`src/rtl/spart_word_bridge.sv`:
```
// UART-to-word bridge: RX bytes assembled into little-endian words,
// TX bursts of words fetched from SDRAM and serialised LSB byte first.
module spart_word_bridge #(
  parameter int unsigned CLK_DIV         = 5208,
  parameter int unsigned BYTES           = 2,
  parameter int unsigned CNT_W           = 23,
  parameter int unsigned RX_TIMEOUT_BITS = 32
) (
  input  logic                 clk,
  input  logic                 rst,
  input  logic                 rxd,
  output logic                 txd,
  output logic [8*BYTES-1:0]   rx_word,
  output logic                 rx_word_val,
  output logic [CNT_W-1:0]     rx_word_cnt,
  output logic [7:0]           frame_err_cnt,
  input  logic                 start_tx,
  input  logic [CNT_W-1:0]     burst_len,
  output logic                 rd_req,
  input  logic [8*BYTES-1:0]   rd_word,
  input  logic                 rd_val,
  output logic                 tx_busy,
  output logic                 tx_done,
  output logic [CNT_W-1:0]     tx_word_cnt
);

  localparam int unsigned W      = 8 * BYTES;
  localparam int unsigned DIV_W  = $clog2(CLK_DIV);
  localparam int unsigned IDX_W  = (BYTES > 1) ? $clog2(BYTES) : 1;
  localparam int unsigned TO_CYC = RX_TIMEOUT_BITS * CLK_DIV;
  localparam int unsigned TO_W   = $clog2(TO_CYC + 1);

  localparam logic [DIV_W-1:0] DIV_LAST  = DIV_W'(CLK_DIV - 1);
  localparam logic [DIV_W-1:0] HALF_LAST = DIV_W'(CLK_DIV / 2 - 1);
  localparam logic [IDX_W-1:0] BYTE_LAST = IDX_W'(BYTES - 1);
  localparam logic [TO_W-1:0]  TO_LAST   = TO_W'(TO_CYC - 1);

  typedef enum logic [1:0] {RX_IDLE, RX_START, RX_DATA, RX_STOP} rx_state_t;
  typedef enum logic [1:0] {TX_IDLE, TX_REQ, TX_WAIT, TX_SEND} tx_state_t;

  // ---------------------------------------------------------------- RX
  logic             rxd_meta, rxd_s, rxd_d;
  rx_state_t        rx_state, rx_state_nxt;
  logic             rx_samp_c;
  logic             rx_fall_c;
  logic [DIV_W-1:0] rx_tick;
  logic [2:0]       rx_bit;
  logic [7:0]       rx_shift;
  logic [IDX_W-1:0] rx_idx;
  logic [W-1:0]     rx_buf;
  logic [W-1:0]     rx_asm_c;
  logic [TO_W-1:0]  rx_to;

  // Two-flop synchroniser plus one delay flop for falling-edge detection
  always_ff @(posedge clk or negedge rst) begin
    if (!rst) begin
      rxd_meta <= 1'b1;
      rxd_s    <= 1'b1;
      rxd_d    <= 1'b1;
    end else begin
      rxd_meta <= rxd;
      rxd_s    <= rxd_meta;
      rxd_d    <= rxd_s;
    end
  end

  assign rx_fall_c = rxd_d & ~rxd_s;

  // RX state register
  always_ff @(posedge clk or negedge rst) begin
    if (!rst) rx_state <= RX_IDLE;
    else      rx_state <= rx_state_nxt;
  end

  // RX next state and bit-sample strobe
  always_comb begin
    rx_state_nxt = rx_state;
    rx_samp_c    = 1'b0;
    case (rx_state)
      RX_IDLE:  if (rx_fall_c) rx_state_nxt = RX_START;
      RX_START: if (rx_tick == HALF_LAST) begin
                  rx_samp_c    = 1'b1;
                  rx_state_nxt = rxd_s ? RX_IDLE : RX_DATA;
                end
      RX_DATA:  if (rx_tick == DIV_LAST) begin
                  rx_samp_c = 1'b1;
                  if (rx_bit == 3'd7) rx_state_nxt = RX_STOP;
                end
      RX_STOP:  if (rx_tick == DIV_LAST) begin
                  rx_samp_c    = 1'b1;
                  rx_state_nxt = RX_IDLE;
                end
      default:  rx_state_nxt = RX_IDLE;
    endcase
  end

  // Partial word with the just-received byte inserted at the current index
  always_comb begin
    rx_asm_c = rx_buf;
    for (int unsigned k = 0; k < BYTES; k++) begin
      if (rx_idx == IDX_W'(k)) rx_asm_c[8*k +: 8] = rx_shift;
    end
  end

  // RX datapath: bit timing, shift, word assembly, counters, idle timeout
  always_ff @(posedge clk or negedge rst) begin
    if (!rst) begin
      rx_tick       <= '0;
      rx_bit        <= '0;
      rx_shift      <= '0;
      rx_idx        <= '0;
      rx_buf        <= '0;
      rx_to         <= '0;
      rx_word       <= '0;
      rx_word_val   <= 1'b0;
      rx_word_cnt   <= '0;
      frame_err_cnt <= '0;
    end else begin
      rx_word_val <= 1'b0;

      if (rx_state == RX_IDLE || rx_samp_c) rx_tick <= '0;
      else                                  rx_tick <= rx_tick + DIV_W'(1);

      if (rx_state == RX_START) begin
        rx_bit <= '0;
      end else if (rx_state == RX_DATA && rx_samp_c) begin
        rx_shift <= {rxd_s, rx_shift[7:1]};
        rx_bit   <= rx_bit + 3'd1;
      end

      if (rx_state == RX_STOP && rx_samp_c) begin
        if (!rxd_s) begin
          if (frame_err_cnt != 8'hFF) frame_err_cnt <= frame_err_cnt + 8'd1;
        end else if (rx_idx == BYTE_LAST) begin
          rx_word     <= rx_asm_c;
          rx_word_val <= 1'b1;
          rx_word_cnt <= rx_word_cnt + CNT_W'(1);
          rx_idx      <= '0;
        end else begin
          rx_buf <= rx_asm_c;
          rx_idx <= rx_idx + IDX_W'(1);
        end
      end

      // Drop a stale partial word after a long idle gap
      if (rx_state != RX_IDLE || rx_idx == '0) begin
        rx_to <= '0;
      end else if (rx_to == TO_LAST) begin
        rx_to  <= '0;
        rx_idx <= '0;
      end else begin
        rx_to <= rx_to + TO_W'(1);
      end
    end
  end

  // ---------------------------------------------------------------- TX
  tx_state_t        tx_state, tx_state_nxt;
  logic             tx_done_nxt;
  logic             tx_bit_end_c, tx_word_end_c, tx_last_c;
  logic [DIV_W-1:0] tx_tick;
  logic [3:0]       tx_bit;
  logic [IDX_W-1:0] tx_byte;
  logic [W-1:0]     tx_data;
  logic [7:0]       tx_cur_byte_c;
  logic [CNT_W-1:0] tx_len;

  // TX state register and registered handshake outputs
  always_ff @(posedge clk or negedge rst) begin
    if (!rst) begin
      tx_state <= TX_IDLE;
      rd_req   <= 1'b0;
      tx_busy  <= 1'b0;
      tx_done  <= 1'b0;
    end else begin
      tx_state <= tx_state_nxt;
      rd_req   <= (tx_state_nxt == TX_REQ);
      tx_busy  <= (tx_state_nxt != TX_IDLE);
      tx_done  <= tx_done_nxt;
    end
  end

  // TX next state and end-of-burst detection
  always_comb begin
    tx_state_nxt  = tx_state;
    tx_done_nxt   = 1'b0;
    tx_bit_end_c  = (tx_tick == DIV_LAST);
    tx_word_end_c = (tx_state == TX_SEND) && tx_bit_end_c &&
                    (tx_bit == 4'd9) && (tx_byte == BYTE_LAST);
    tx_last_c     = ((tx_word_cnt + CNT_W'(1)) == tx_len);
    case (tx_state)
      TX_IDLE: if (start_tx) begin
                 if (burst_len != '0) tx_state_nxt = TX_REQ;
                 else                 tx_done_nxt  = 1'b1;
               end
      TX_REQ:  tx_state_nxt = TX_WAIT;
      TX_WAIT: if (rd_val) tx_state_nxt = TX_SEND;
      TX_SEND: if (tx_word_end_c) begin
                 if (tx_last_c) begin
                   tx_state_nxt = TX_IDLE;
                   tx_done_nxt  = 1'b1;
                 end else begin
                   tx_state_nxt = TX_REQ;
                 end
               end
      default: tx_state_nxt = TX_IDLE;
    endcase
  end

  // Byte of the latched word currently on the wire
  always_comb begin
    tx_cur_byte_c = tx_data[7:0];
    for (int unsigned k = 0; k < BYTES; k++) begin
      if (tx_byte == IDX_W'(k)) tx_cur_byte_c = tx_data[8*k +: 8];
    end
  end

  // TX datapath: burst bookkeeping and bit serialiser (bit 0 start, 1..8 data, 9 stop)
  always_ff @(posedge clk or negedge rst) begin
    if (!rst) begin
      txd         <= 1'b1;
      tx_tick     <= '0;
      tx_bit      <= '0;
      tx_byte     <= '0;
      tx_data     <= '0;
      tx_len      <= '0;
      tx_word_cnt <= '0;
    end else begin
      case (tx_state)
        TX_IDLE: if (start_tx && burst_len != '0) begin
                   tx_len      <= burst_len;
                   tx_word_cnt <= '0;
                 end
        TX_WAIT: if (rd_val) begin
                   tx_data <= rd_word;
                   tx_tick <= '0;
                   tx_bit  <= '0;
                   tx_byte <= '0;
                   txd     <= 1'b0;
                 end
        TX_SEND: begin
          if (!tx_bit_end_c) begin
            tx_tick <= tx_tick + DIV_W'(1);
          end else begin
            tx_tick <= '0;
            if (tx_bit == 4'd9) begin
              tx_bit <= '0;
              if (tx_byte == BYTE_LAST) begin
                tx_word_cnt <= tx_word_cnt + CNT_W'(1);
                txd         <= 1'b1;
              end else begin
                tx_byte <= tx_byte + IDX_W'(1);
                txd     <= 1'b0;
              end
            end else begin
              tx_bit <= tx_bit + 4'd1;
              txd    <= (tx_bit == 4'd8) ? 1'b1 : tx_cur_byte_c[tx_bit[2:0]];
            end
          end
        end
        default: ;
      endcase
    end
  end

endmodule

```
`config.mk`:
```
export PLATFORM = sky130hd
export DESIGN_NAME = spart_word_bridge
export DESIGN_NICKNAME = d
export VERILOG_FILES = /design/src/rtl/spart_word_bridge.sv
export SDC_FILE = /design/constraint.sdc
export NUM_CORES = 1
export LEC_CHECK = 0
export ABC_CLOCK_PERIOD_IN_PS = 2700
export CAP_MARGIN = 20
export CORE_ASPECT_RATIO = 1.1
export CORE_MARGIN = 3
export CORE_UTILIZATION = 56
export DETAILED_ROUTE_END_ITERATION = 16
export GPL_TIMING_DRIVEN = 0
export PLACE_DENSITY_LB_ADDON = 0.08
export REMOVE_ABC_BUFFERS = 1
export SETUP_SLACK_MARGIN = 0.4
export SLEW_MARGIN = 10
export SYNTH_ARGS = -nofsm -noshare
export SYNTH_HDL_FRONTEND = slang
export SYNTH_SLANG_ARGS = --single-unit
export TNS_END_PERCENT = 50
```
`constraint.sdc`:
```
create_clock -name clk -period 2.7 [get_ports clk]
set_input_delay 0.81 -clock clk [delete_from_list [all_inputs] [get_ports clk]]
set_output_delay 0.81 -clock clk [all_outputs]
set_load 0.02 [all_outputs]
```
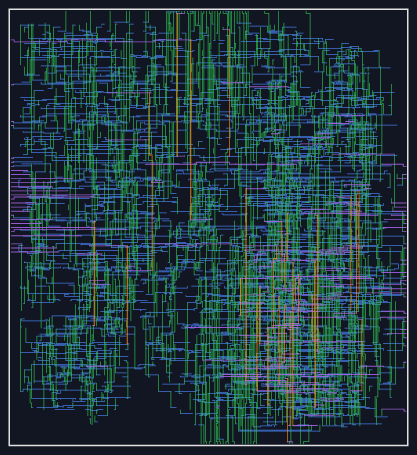
Run 1: routed metal, one colour a layer
(3 px per um)
legend:
  metal 4:
    colour: orange
    wire_length: 947 um
  metal 2:
    colour: green
    wire_length: 12,900 um
  metal 1:
    colour: blue
    wire_length: 10,300 um
  metal 3:
    colour: purple
    wire_length: 1,640 um

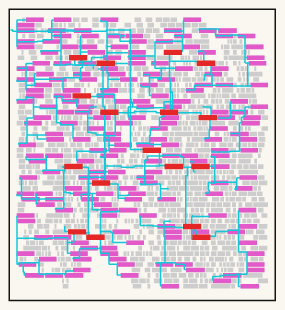
Run 1: clock network drawn from the DEF
(2 px per um)
legend:
  flip-flops:
    colour: magenta
    count: 198
  clock drivers:
    colour: red
    count: 17
  clock wires:
    colour: cyan
    length: 2,240 um
routed clock nets: 18
flops lie: widely spread

==> flow_metrics.env, run 1 <==
# implementation run metrics
export IMPL_floorplan_die_width_um=132
export IMPL_cell_taking_the_most_area_after_synthesis="dfrtp_1"
export IMPL_fin_crit_sh_pct=94.9
export IMPL_groute_layer_met2_usage_pct=43.9
export IMPL_synth_yosys_chip_area_um2=9830
export IMPL_worst_r2r_startpoint="tx_word_cnt[11]"
export IMPL_detail_route_drc_violations=0
export IMPL_critical_path_max_stage_delay_ns=0.50
export IMPL_cellLeakagePower_nw=5.88
export IMPL_hold_buffers=0
export IMPL_critical_setup_path_class="reg2reg"
export IMPL_ys_sh_mux_pct=9.61
export IMPL_clock_fmax_ghz=0.390
export IMPL_post_synth_top_count_cell="dfrtp_1"
export IMPL_power_mw=10.3
export IMPL_yosys_cells=953
export IMPL_drt_iter0_markers=778
export IMPL_detailroute_wirelength_met3_um=1640
export IMPL_hold_viol=0
export IMPL_gr_max_usage_layer="met2"
export IMPL_cp_data_required_time_ns=3.01
export IMPL_worst_r2r_path_depth=9
export IMPL_ff2ff_setup_slack_ns=0.14
export IMPL_fin_skew_ns=0.0138
export IMPL_timing_critical_path_fanout_max=11
export IMPL_first_global_vias=7885
export IMPL_firstDrtPassIters=5
export IMPL_run_status="completed"
export IMPL_synthSimpleGateAreaFrac_pct=18.6
export IMPL_synth_cellmix_compoundShare_pct=9.26
export IMPL_htreeDepth=4
export IMPL_fp_dieArea_um2=19200
export IMPL_placementRows=50
export IMPL_initial_utilization_pct=57.3
export IMPL_placedCellCount=1259
export IMPL_grtUsageTotal_pct=25.7
export IMPL_area_leader_share_pct=49.4
export IMPL_ys_seq_share_pct=50.5
export IMPL_top_layer="met4"
export IMPL_synthTopCellsByArea="dfrtp_1, mux2_2, xnor2_1"
export IMPL_critical_path_arrival_ns=2.87
export IMPL_post_drt_via_cell_ratio=5.95
export IMPL_clkSlewWorstSetupHoldPaths_ns=0.08
export IMPL_finish_instance_area_um2=13100
export IMPL_holdWs_ns=0.231
export IMPL_drv_max_cap_violation_count=0
export IMPL_worstPathBufferInverterCount=2
export IMPL_critPathTopFamily="simple AND/OR/NAND/NOR gates"
export IMPL_final_gp_congestion=0.894
export IMPL_log_warning_count=32
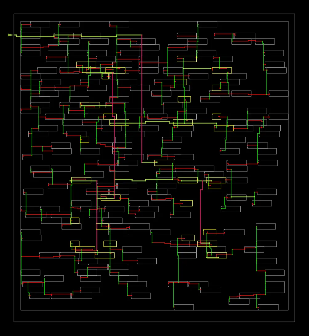
Run 1: clock wiring as the flow saved it
clock net sink count: 198
clock latency at the later pin of the worst-skew pair: 0.44 ns
number of buffers created by CTS: 17
total clock network power: 2.65 mW
sequential cell count of the final layout: 198

## run 1: metrics by stage
step,setup slack [ns],utilization (%)
floorplan,-0.829,-
global placement,-7.55,64.8
detailed placement,-1.20,65.3
CTS,0.227,74.2
global route,0.0334,76.2
finish,0.137,76.2
## run 1: where the power goes
part | switching (mW) | internal, mW | leakage [nW] | total [mW]
Clock | 1.36 | 1.30 | 0.308 | 2.65
Sequential | 0.610 | 3.50 | 2.59 | 4.11
Combinational | 1.91 | 1.67 | 2.99 | 3.58
Total | 3.87 | 6.46 | 5.88 | 10.3
## run 1: worst max-delay path by stage
stage,from,end,depth (start not counted)
after detailed placement,burst_len[10],tx_word_cnt[14],8
after global placement,rst,rx_word[11],1
after CTS,tx_word_cnt[17],tx_word_cnt[17],1
after floorplan,rx_idx,rx_word_cnt[20],7
final,tx_word_cnt[11],tx_state[0],9
after global routing,tx_word_cnt[11],tx_state[0],9
## run 1: layout make-up
class	instances	area [um2]	area share, %
clock buffers	17	425	3.26
clock inverters	15	211	1.62
inverters	21	82.6	0.632
multi-input cells	692	5220	40.0
flip-flops and latches	198	4990	38.2
well taps	234	293	2.24
repair buffers	191	1850	14.1
## run 1: layout by cell type (no fill, tap or decap), types with 35 or more instances in the layout
master and instances:
xnor2_1 45, clkdlybuf4s50_1 67, buf_4 62, mux2_2 59, dfrtp_1 173, o21ai_0 45
nand4_1 35, nor2_1 83, a21oi_1 47, nand2_1 68
## run 1: state kept, by name, summed over array words and instances (netlist names), 2 cells and up, named ones only
register / cells
tx_state: 2
rx_word: 16
rx_to: 18
rx_bit: 3
tx_word_cnt: 23
frame_err_cnt: 8
rx_word_cnt: 23
rx_shift: 8
tx_len: 23
tx_data: 16
tx_bit: 4
tx_tick: 13
rx_buf: 16
rx_tick: 13
==> run 2: changes to the inputs <==
--- a/config.mk
+++ b/config.mk
@@ -10,8 +10,10 @@
 export CORE_ASPECT_RATIO = 1.1
 export CORE_MARGIN = 3
 export CORE_UTILIZATION = 56
+export CTS_CLUSTER_SIZE = 24
 export DETAILED_ROUTE_END_ITERATION = 16
 export GPL_TIMING_DRIVEN = 0
+export HOLD_SLACK_MARGIN = 0.06
 export PLACE_DENSITY_LB_ADDON = 0.08
 export REMOVE_ABC_BUFFERS = 1
 export SETUP_SLACK_MARGIN = 0.4
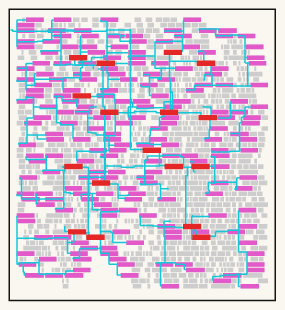
Run 2: clock network drawn from the DEF
(2 px per um)
legend:
  clock drivers:
    colour: red
    count: 17
  flip-flops:
    colour: magenta
    count: 198
  clock wires:
    colour: cyan
    length: 2,240 um
flops lie: widely spread

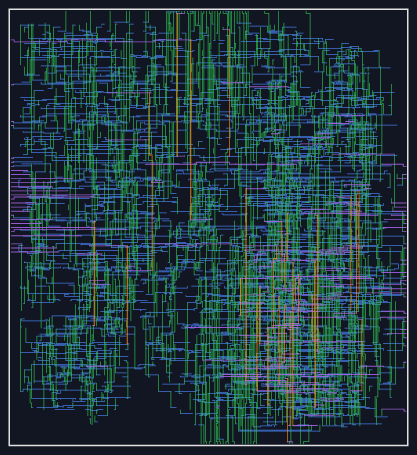
Run 2: routed metal, one colour a layer
(3 px per um)
legend:
  metal 4:
    colour: orange
    wire_length: 947 um
  metal 3:
    colour: purple
    wire_length: 1,640 um
  metal 2:
    colour: green
    wire_length: 12,900 um
  metal 1:
    colour: blue
    wire_length: 10,300 um

==> run 2 against run 1 <==
  * Final cell count is the same
  * Global-route usage stayed put
  * Via count stayed put
  * Fmax is the same
  * Clock-buffer cell count is the same
  * Synthesized cell count did not move
  * Utilization unchanged
  * Clock skew unchanged
  * Critical path type unchanged
  * Critical endpoint unchanged
  * Largest cell class unchanged
  * Highest routed layer unchanged
==> flow_metrics.env, run 2 <==
# implementation run metrics
export IMPL_cellLeakagePower_nw=5.88
export IMPL_yosys_cells=953
export IMPL_fin_skew_ns=0.0138
export IMPL_clock_area_share_pct=4.87
export IMPL_powerClk_mw=2.65
export IMPL_comb_multi_input_count=692
export IMPL_ff2ff_setup_slack_ns=0.14
export IMPL_area_leader_share_pct=49.4
export IMPL_critical_path_arrival_ns=2.87
export IMPL_nNonClkBuffers=191
export IMPL_clkSlewWorstSetupHoldPaths_ns=0.08
export IMPL_layout_sequential_cells=198
export IMPL_drv_max_cap_violation_count=0
export IMPL_floorplan_die_width_um=132
export IMPL_placementRows=50
export IMPL_cp_data_required_time_ns=3.01
export IMPL_p_seq_share_pct=39.7
export IMPL_critPathTopFamily="simple AND/OR/NAND/NOR gates"
export IMPL_firstDrtPassIters=5
export IMPL_power_leader="sequential cells"
export IMPL_n_tap_cell=234
export IMPL_run_status="completed"
export IMPL_switchingPower_mw=3.87
export IMPL_synthTopCellsByArea="dfrtp_1, mux2_2, xnor2_1"
export IMPL_area_sequential_um2=4990
export IMPL_power_combinational_mw=3.58
export IMPL_clock_power_share_pct=25.6
export IMPL_cts_buffers_inserted=17
export IMPL_groute_layer_met2_usage_pct=43.9
export IMPL_clkbuf_count=17
export IMPL_layout_top_cells="dfrtp_1, nor2_1, nand2_1"
export IMPL_fin_crit_sh_pct=94.9
export IMPL_post_synth_top_count_cell="dfrtp_1"
export IMPL_worstPathBufferInverterCount=2
export IMPL_gr_max_usage_layer="met2"
export IMPL_ys_seq_share_pct=50.5
export IMPL_clkLatencyLatePin_ns=0.44
export IMPL_grtUsageTotal_pct=25.7
export IMPL_highest_count_logic_cell_in_the_final_layout="dfrtp_1"
export IMPL_final_nonclk_buf_share_pct=14.1
export IMPL_hold_viol=0
export IMPL_postLayoutCoreUtil_pct=76.2
export IMPL_post_place_ws_ns=-1.20
export IMPL_comb_area_um2=5220
export IMPL_htreeDepth=4
export IMPL_p_sw_share_pct=37.5
export IMPL_clock_fmax_ghz=0.390
run 2: how the worst max path moves through the flow:
stage	start	end	slack (ns)	depth (start not counted)
6_report	tx_word_cnt[11]	tx_state[0]	0.14	9
5_1_grt	tx_word_cnt[11]	tx_state[0]	0.03	9
2_1_floorplan	rx_idx	rx_word_cnt[20]	-0.83	7
4_1_cts	tx_word_cnt[17]	tx_word_cnt[17]	0.23	1
3_3_place_gp	rst	rx_word[11]	-7.55	1
3_5_place_dp	burst_len[10]	tx_word_cnt[14]	-1.20	8
run 2: layer usage:
metal  part of all wire (%)  vias to the layer above
met1                     40                     3988
met3                    6.3                       70
li1                       -                     3735
met2                     50                      347
met5                      0                        -
met4                    3.7                        0
run 2: metrics by stage:
| stage | std cells | setup TNS, ns | instance area, um2 | hold WS (ns) |
|---|---|---|---|---|
| global route | 1368 | 0 | 13100 | 0.241 |
| floorplan | 904 | -15.71 | 9630 | 0.345 |
| CTS | 1349 | 0 | 12700 | 0.234 |
| finish | 1368 | 0 | 13100 | 0.231 |
| global placement | 1256 | -1597.93 | 11100 | 0.345 |
| detailed placement | 1259 | -54.92 | 11200 | 0.347 |
run 2: kinds of logic after synthesis:
group / Yosys count / share of synthesized area [%]
AOI/OAI and AO/OA: 154 / 9.26
xor gates and xnor gates: 81 / 7.22
adders and majority gates: 16 / 2.04
buffers and inverters: 70 / 2.79
DFF: 198 / 50.5
muxes: 82 / 9.61
and+or+nand+nor: 352 / 18.6
run 2: timing repair:
action,CTS,global route
hold buffers,0,0
cloned,5,2
buffers inserted,53,17
gates resized,117,86
endpoints found under the setup margin,194,135
pin swaps,32,28
Power and IR drop assume default switching activity.
